===== config.mk =====
export PLATFORM = sky130hd
export DESIGN_NAME = tcp_state_wr_ctrl
export DESIGN_NICKNAME = d
export VERILOG_FILES = /design/src/rtl/tcp_state_wr_ctrl.sv
export SDC_FILE = /design/constraint.sdc
export NUM_CORES = 1
export LEC_CHECK = 0
export CAP_MARGIN = 20
export CORE_UTILIZATION = 37
export DETAILED_ROUTE_END_ITERATION = 8
export HOLD_SLACK_MARGIN = 0.1
export PLACE_DENSITY_LB_ADDON = 0.1
export SYNTH_ARGS = -nofsm -noshare
export SYNTH_HDL_FRONTEND = slang
export SYNTH_SLANG_ARGS = --single-unit

===== constraint.sdc =====
create_clock -name clk -period 2.3 [get_ports clk]
set_clock_uncertainty 0.2 [all_clocks]
set_input_delay 0.23 -clock clk [delete_from_list [all_inputs] [get_ports clk]]
set_output_delay 0.23 -clock clk [all_outputs]
set_load 0.05 [all_outputs]

===== src/rtl/tcp_state_wr_ctrl.sv =====
// Purpose : write-port controller for the TCP state store (init sweep + 2-way round-robin writer arbitration).
// Latency : zero-cycle combinational pass-through from the granted writer to the store; 1 write/cycle.
// Backpr. : a grant is locked while the store stalls, so each beat is atomic; writer rdy follows store rdy.
//
// Ports
//   clk, rst                      clock and asynchronous active-low reset
//   fsm_ctrl_wr_req_*             receive-FSM write request (val/addr/state) and its rdy
//   setup_ctrl_wr_req_*           flow-setup write request (val/addr/state) and its rdy
//   clr_req_val / clr_req_rdy     full-table re-initialisation request
//   ctrl_tcp_state_wr_req_*       store write port (val/addr/state) with tcp_state_ctrl_wr_req_rdy
//   init_done                     table initialised; writers may be served
module tcp_state_wr_ctrl #(
    parameter int                 FLOWID_W     = 8,
    parameter int                 TCP_STATE_W  = 16,
    parameter int                 MAX_FLOW_CNT = 256,
    parameter int                 width_p      = TCP_STATE_W,
    parameter int                 els_p        = MAX_FLOW_CNT,
    parameter logic [width_p-1:0] init_state_p = '0
) (
    input  logic                clk,
    input  logic                rst,

    input  logic                fsm_ctrl_wr_req_val,
    input  logic [FLOWID_W-1:0] fsm_ctrl_wr_req_addr,
    input  logic [width_p-1:0]  fsm_ctrl_wr_req_state,
    output logic                ctrl_fsm_wr_req_rdy,

    input  logic                setup_ctrl_wr_req_val,
    input  logic [FLOWID_W-1:0] setup_ctrl_wr_req_addr,
    input  logic [width_p-1:0]  setup_ctrl_wr_req_state,
    output logic                ctrl_setup_wr_req_rdy,

    input  logic                clr_req_val,
    output logic                clr_req_rdy,

    output logic                ctrl_tcp_state_wr_req_val,
    output logic [FLOWID_W-1:0] ctrl_tcp_state_wr_req_addr,
    output logic [width_p-1:0]  ctrl_tcp_state_wr_req_state,
    input  logic                tcp_state_ctrl_wr_req_rdy,

    output logic                init_done
);

    typedef enum logic [1:0] {
        ST_START = 2'd0,
        ST_SWEEP = 2'd1,
        ST_RUN   = 2'd2
    } state_e;

    typedef enum logic {
        SRC_FSM   = 1'b0,
        SRC_SETUP = 1'b1
    } src_e;

    localparam logic [FLOWID_W-1:0] SWEEP_LAST = FLOWID_W'(els_p - 1);

    // ------------------------------------------------------------------
    // State
    // ------------------------------------------------------------------
    state_e              state_q,     state_d;
    logic [FLOWID_W-1:0] sweep_cnt_q, sweep_cnt_d;
    src_e                rr_ptr_q,    rr_ptr_d;
    logic                lock_q,      lock_d;
    src_e                lock_src_q,  lock_src_d;
    logic                init_done_q, init_done_d;

    // ------------------------------------------------------------------
    // Arbitration
    // ------------------------------------------------------------------
    src_e                grant;
    logic                grant_vld;
    logic                sel_val;
    logic [FLOWID_W-1:0] sel_addr;
    logic [width_p-1:0]  sel_state;
    logic                run_vld;

    always_comb begin
        grant     = SRC_FSM;
        grant_vld = 1'b0;
        if (lock_q) begin
            // A stalled beat keeps its source until the store accepts it.
            grant     = lock_src_q;
            grant_vld = 1'b1;
        end else if (fsm_ctrl_wr_req_val && setup_ctrl_wr_req_val) begin
            grant     = rr_ptr_q;
            grant_vld = 1'b1;
        end else if (fsm_ctrl_wr_req_val) begin
            grant     = SRC_FSM;
            grant_vld = 1'b1;
        end else if (setup_ctrl_wr_req_val) begin
            grant     = SRC_SETUP;
            grant_vld = 1'b1;
        end
    end

    always_comb begin
        if (grant == SRC_FSM) begin
            sel_val   = fsm_ctrl_wr_req_val;
            sel_addr  = fsm_ctrl_wr_req_addr;
            sel_state = fsm_ctrl_wr_req_state;
        end else begin
            sel_val   = setup_ctrl_wr_req_val;
            sel_addr  = setup_ctrl_wr_req_addr;
            sel_state = setup_ctrl_wr_req_state;
        end
    end

    assign run_vld = grant_vld && sel_val;

    // ------------------------------------------------------------------
    // Port drive
    // ------------------------------------------------------------------
    logic                dn_val;
    logic [FLOWID_W-1:0] dn_addr;
    logic [width_p-1:0]  dn_state;
    logic                fsm_rdy;
    logic                setup_rdy;
    logic                clr_rdy;
    logic                dn_xfer;
    logic                clr_xfer;

    always_comb begin
        dn_val    = 1'b0;
        dn_addr   = '0;
        dn_state  = '0;
        fsm_rdy   = 1'b0;
        setup_rdy = 1'b0;
        clr_rdy   = 1'b0;
        case (state_q)
            ST_SWEEP: begin
                dn_val   = 1'b1;
                dn_addr  = sweep_cnt_q;
                dn_state = init_state_p;
            end
            ST_RUN: begin
                dn_val    = run_vld;
                if (run_vld) begin
                    dn_addr  = sel_addr;
                    dn_state = sel_state;
                end
                fsm_rdy   = run_vld && (grant == SRC_FSM)   && tcp_state_ctrl_wr_req_rdy;
                setup_rdy = run_vld && (grant == SRC_SETUP) && tcp_state_ctrl_wr_req_rdy;
                // Writes win: a clear is only taken on a cycle with no writer pending,
                // which also rules out a write and a clear transferring together.
                clr_rdy   = !lock_q && !fsm_ctrl_wr_req_val && !setup_ctrl_wr_req_val;
            end
            default: ;
        endcase
    end

    assign dn_xfer  = dn_val && tcp_state_ctrl_wr_req_rdy;
    assign clr_xfer = clr_req_val && clr_rdy;

    // ------------------------------------------------------------------
    // Next-state
    // ------------------------------------------------------------------
    always_comb begin
        state_d     = state_q;
        sweep_cnt_d = sweep_cnt_q;
        rr_ptr_d    = rr_ptr_q;
        lock_d      = lock_q;
        lock_src_d  = lock_src_q;
        init_done_d = init_done_q;
        case (state_q)
            ST_START: begin
                state_d     = ST_SWEEP;
                sweep_cnt_d = '0;
            end
            ST_SWEEP: begin
                if (dn_xfer) begin
                    if (sweep_cnt_q == SWEEP_LAST) begin
                        sweep_cnt_d = '0;
                        state_d     = ST_RUN;
                        init_done_d = 1'b1;
                    end else begin
                        sweep_cnt_d = sweep_cnt_q + FLOWID_W'(1);
                    end
                end
            end
            ST_RUN: begin
                if (dn_xfer) begin
                    rr_ptr_d = (grant == SRC_FSM) ? SRC_SETUP : SRC_FSM;
                    lock_d   = 1'b0;
                end else if (dn_val) begin
                    lock_d     = 1'b1;
                    lock_src_d = grant;
                end
                if (clr_xfer) begin
                    state_d     = ST_SWEEP;
                    init_done_d = 1'b0;
                    sweep_cnt_d = '0;
                end
            end
            default: begin
                state_d = ST_START;
            end
        endcase
    end

    always_ff @(posedge clk or negedge rst) begin
        if (!rst) begin
            state_q     <= ST_START;
            sweep_cnt_q <= '0;
            rr_ptr_q    <= SRC_FSM;
            lock_q      <= 1'b0;
            lock_src_q  <= SRC_FSM;
            init_done_q <= 1'b0;
        end else begin
            state_q     <= state_d;
            sweep_cnt_q <= sweep_cnt_d;
            rr_ptr_q    <= rr_ptr_d;
            lock_q      <= lock_d;
            lock_src_q  <= lock_src_d;
            init_done_q <= init_done_d;
        end
    end

    assign ctrl_tcp_state_wr_req_val   = dn_val;
    assign ctrl_tcp_state_wr_req_addr  = dn_addr;
    assign ctrl_tcp_state_wr_req_state = dn_state;
    assign ctrl_fsm_wr_req_rdy         = fsm_rdy;
    assign ctrl_setup_wr_req_rdy       = setup_rdy;
    assign clr_req_rdy                 = clr_rdy;
    assign init_done                   = init_done_q;

    // A writer that drops val while its beat is stalled breaks atomicity.
    a_locked_val_held: assert property (
        @(posedge clk) disable iff (!rst)
        lock_q |-> sel_val
    );

endmodule


==> impl_metrics.py <==
# Metrics from the implementation run
metrics = {
    "run_status": {
        "outcome": "finished, violations left",
        "violations": "negative setup slack",
    },
    "logic_synthesis": {
        "synthCells": 171,
        "ys_area_mm2": 0.001351,
        "ys.warnings.count": 0,
        "area_leaders": "dfrtp_1 26%, a22oi_1 9.4%, nor2b_1 8.8%",
        "synth.top_cell.area_share_pct": 25.93,
        "fa_ha_area_share_pct": 4.630,
        "largest_area_cell": "dfrtp_1",
        "synth-simple-area-share_pct": 26.39,
        "synth_seq_share_pct": 25.93,
        "synthTopCellsByCount": "19 x nor2b_1, 17 x a22oi_1, 14 x dfrtp_1",
    },
    "final_layout": {
        "reg.largest.list": "sweep_cnt_q x8, state_q x2",
        "final_common_cell": "clkdlybuf4s50_1",
        "n_antenna_cell": 0,
        "area_growth_pct": 129.8,
        "nFillCells": 128,
        "sh_comb_area_pct": 39.56,
        "design_area_mm2": 0.003105,
        "buffer_area_share_pct": 45.21,
        "final_cell_mix": "52 x clkdlybuf4s50_1, 30 x buf_12, 25 x buf_4",
    },
    "setup_path": {
        "r2r-start": "sweep_cnt_q[1]$_DFFE_PN0P_",
        "critical_path.top_delay_family": "AND-OR/OR-AND gates",
        "rr_endpoint": "sweep_cnt_q[2]$_DFFE_PN0P_",
        "cp_common_cell": "buf_12",
        "required_ps": 1870,
    },
    "clock_network": {
        "cts_buffers": 3,
        "cts_tree": "done",
        "clkSinkCount": 14,
    },
    "final_timing": {
        "setup_viol": 25,
        "fin_ws_ps": -210.3,
        "rsz0062_at_grt": "yes",
        "setup_tns_ps": -1945,
    },
    "global_route": {
        "grt_usage_pct": 33.44,
    },
    "routing": {
        "top_layer_used": "met4",
        "vias": 2097,
        "ant_nets": 0,
        "m1WireLength_mm": 2.752,
        "totalWireLength_mm": 7.989,
        "drt_iter0_markers": 420,
        "wl_per_cell_um": 24.97,
    },
    "floorplan": {
        "dieArea_mm2": 0.003898,
        "tapCellCount": 46,
        "fp_util_pct": 39.56,
    },
    "power_and_ir_drop": {
        "pwr-share-seq_pct": 12.9,
        "power.group.top": "combinational logic",
    },
    "placement": {
        "gp_congestion": 0.8671,
        "dpl.hpwl_mm": 4.279,
    },
    "job": {
        "max-cap-violations": 0,
    },
}
Met3 routing:
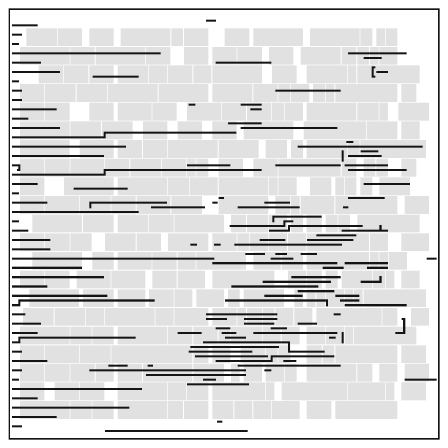
longest straight run: 29.2 um
wire length on this layer: 936 um

Clock network drawn from the DEF:
Bar = 20 um.
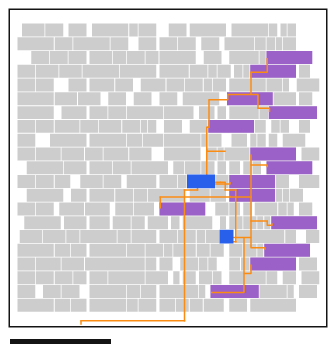
[blue] clock-net drivers | count: 3
[orange] clock wires | length: 209 um
[purple] flip-flops | count: 14
routed clock nets: 4

Routed metal per tile:
Bar = 20 um. The die is cut into 12 by 12 equal tiles; white is low, dark blue is high, scaled to the fullest tile. Values are wire area over tile area, all layers added.
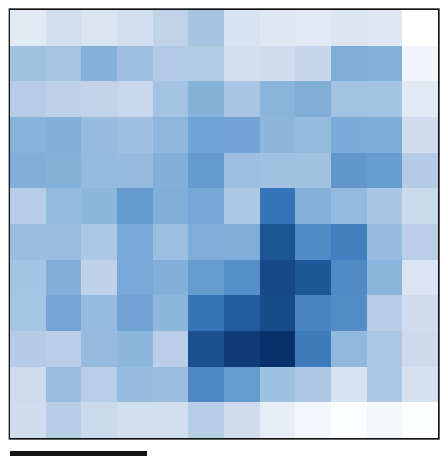
nearly empty tiles: 2.1%
mean over tiles: 0.35
tiles over half the peak: 20%
fullest tile: 0.90

Power figures rest on the tool's default switching activity, not on a simulated workload.
